==> config.mk <==
export PLATFORM = sky130hd
export DESIGN_NAME = spike_event_decoder_flat
export DESIGN_NICKNAME = d
export VERILOG_FILES = /design/src/rtl/spike_event_decoder_if.sv /design/src/rtl/spike_event_decoder.sv /design/src/flat_wrapper.sv
export SDC_FILE = /design/constraint.sdc
export NUM_CORES = 1
export LEC_CHECK = 0
export CAP_MARGIN = 0
export CORE_UTILIZATION = 59
export CTS_BUF_LIST = sky130_fd_sc_hd__clkbuf_8
export DETAILED_ROUTE_END_ITERATION = 6
export MAX_ROUTING_LAYER = met4
export PLACE_DENSITY = 0.84
export RECOVER_POWER = 50
export SKIP_CTS_REPAIR_TIMING = 1
export SYNTH_ARGS = -nofsm -noshare
export SYNTH_HDL_FRONTEND = slang
export SYNTH_SLANG_ARGS = --single-unit
==> constraint.sdc <==
create_clock -name clk -period 2.51 [get_ports clk]
set_input_delay 0.3765 -clock clk [delete_from_list [all_inputs] [get_ports clk]]
set_output_delay 0.3765 -clock clk [all_outputs]
set_load 0.01 [all_outputs]
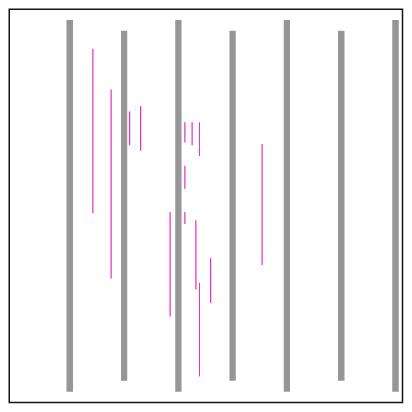
(images/m4.png)
(4 px per um) Supply wires on this layer in grey.
wire length on this layer: 240 um
main direction: vertical
nets with wire on the layer: 13
total vias in the final route: 3638
WL final: 11300 um

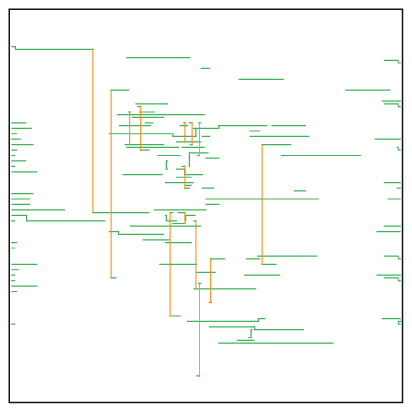
(images/layers.png)
(4 px per um) Only two layers are drawn.
[green] M3 | wire length: 731 um
[orange] M4 | wire length: 240 um
drt wl/cell: 18.8 um
GRT Overall Usage: 26.0%

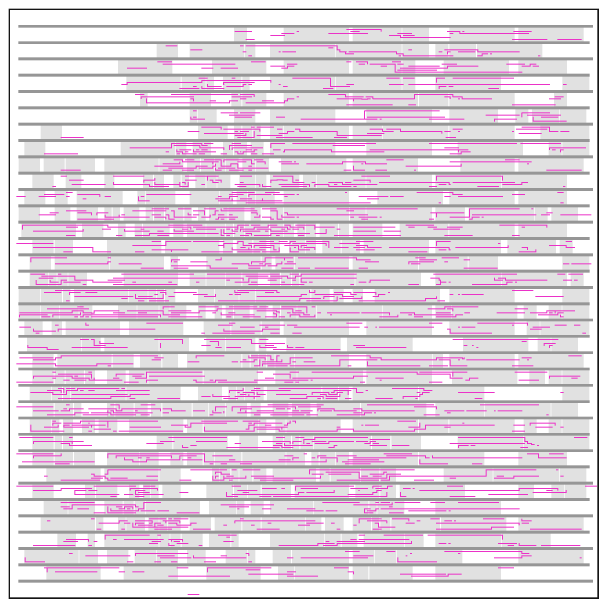
(images/m1.png)
(6 px per um) Supply wires on this layer in grey.
nets with wire on the layer: 458
share of all routed wire: 41%
main direction: horizontal
longest straight run: 23.5 um
GRT met1 Usage: 32.4%

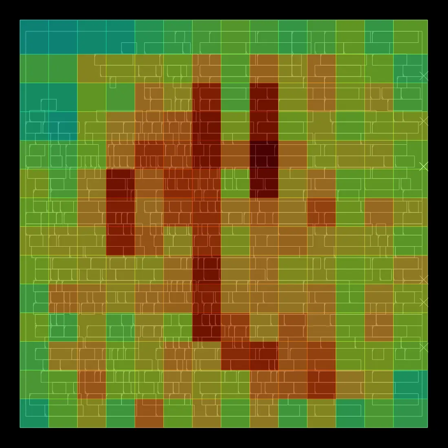
(images/congestion_map.png)
most crowded layer after global routing: met2
met2 usage: 41.7%
met3 Use GR: 5.44%
Finished Core Util: 77.2%

==> CHANGELOG.md <==
### Physical design

* Register-to-Register Path Depth at 6
* Worst Hold Slack at 0.299 ns
* Status: finished, violations left
* Seq cells post-synth at 121
* List of most frequent post-synthesis cells: 72 x edfxtp_1, 48 x dfrtp_1, 34 x nand2_1
* Skew final at 0.0118 ns
* CTS H-tree lvls at 4
* Area growth syn-to-layout at 25.2%
* # DRC at 7
* Comb group at 0.00230 W
* Largest register FFs at between 70 and 80
* Port bufs at around 55
* Clock Sinks at 121
* Setup TNS Final at -0.0796 ns
* Global-route wire length before repair at 18300 um
* DR vias/cell at 6.06
* Final Setup Violations at 1
* Synth Area in Adders at ~1.8%
* Syn Inst Count at 392
* CP Data Required Time at ~2.1 ns
* Setup ws final at -0.0796 ns
* Failing checks: design-rule violations, negative setup slack
* Initial antenna violation count at 0
* Final Cycle Share at 103%
* Post-Syn Area at 5430 sq um
* PnR Total Power at 0.00661 W
* # IOs at 56
* Top area contributor share at 39.8%
* MUX share of area at under 10%
-- logic make-up after synthesis --
logic type,count (synthesis)
and+or+nand+nor,137
DFF,121
AOI/OAI and AO/OA,45
xor gates and xnor gates,33
muxes,26
buffers and inverters,22
adders and majority gates,8
-- cell type report --
| cell class | instances | area [sq um] | share of cell area, % |
|---|---|---|---|
| timing repair buffer | 82 | 888 | 13.1 |
| inverter | 9 | 33.8 | 0.497 |
| clock buffer | 17 | 234 | 3.44 |
| tap | 108 | 135 | 1.99 |
| clock inverter | 14 | 173 | 2.54 |
| multi-input combinational | 249 | 1940 | 28.6 |
| sequential | 121 | 3390 | 49.9 |
-- per-layer routing --
layer	up-vias	share of wire, %	track usage, %
li1	1641	-	-
met1	1782	41	32.4
met2	185	50	41.7
met3	30	6.5	5.44
met4	0	2.1	11.2
met5	-	0	-
Power and IR drop assume default switching activity.
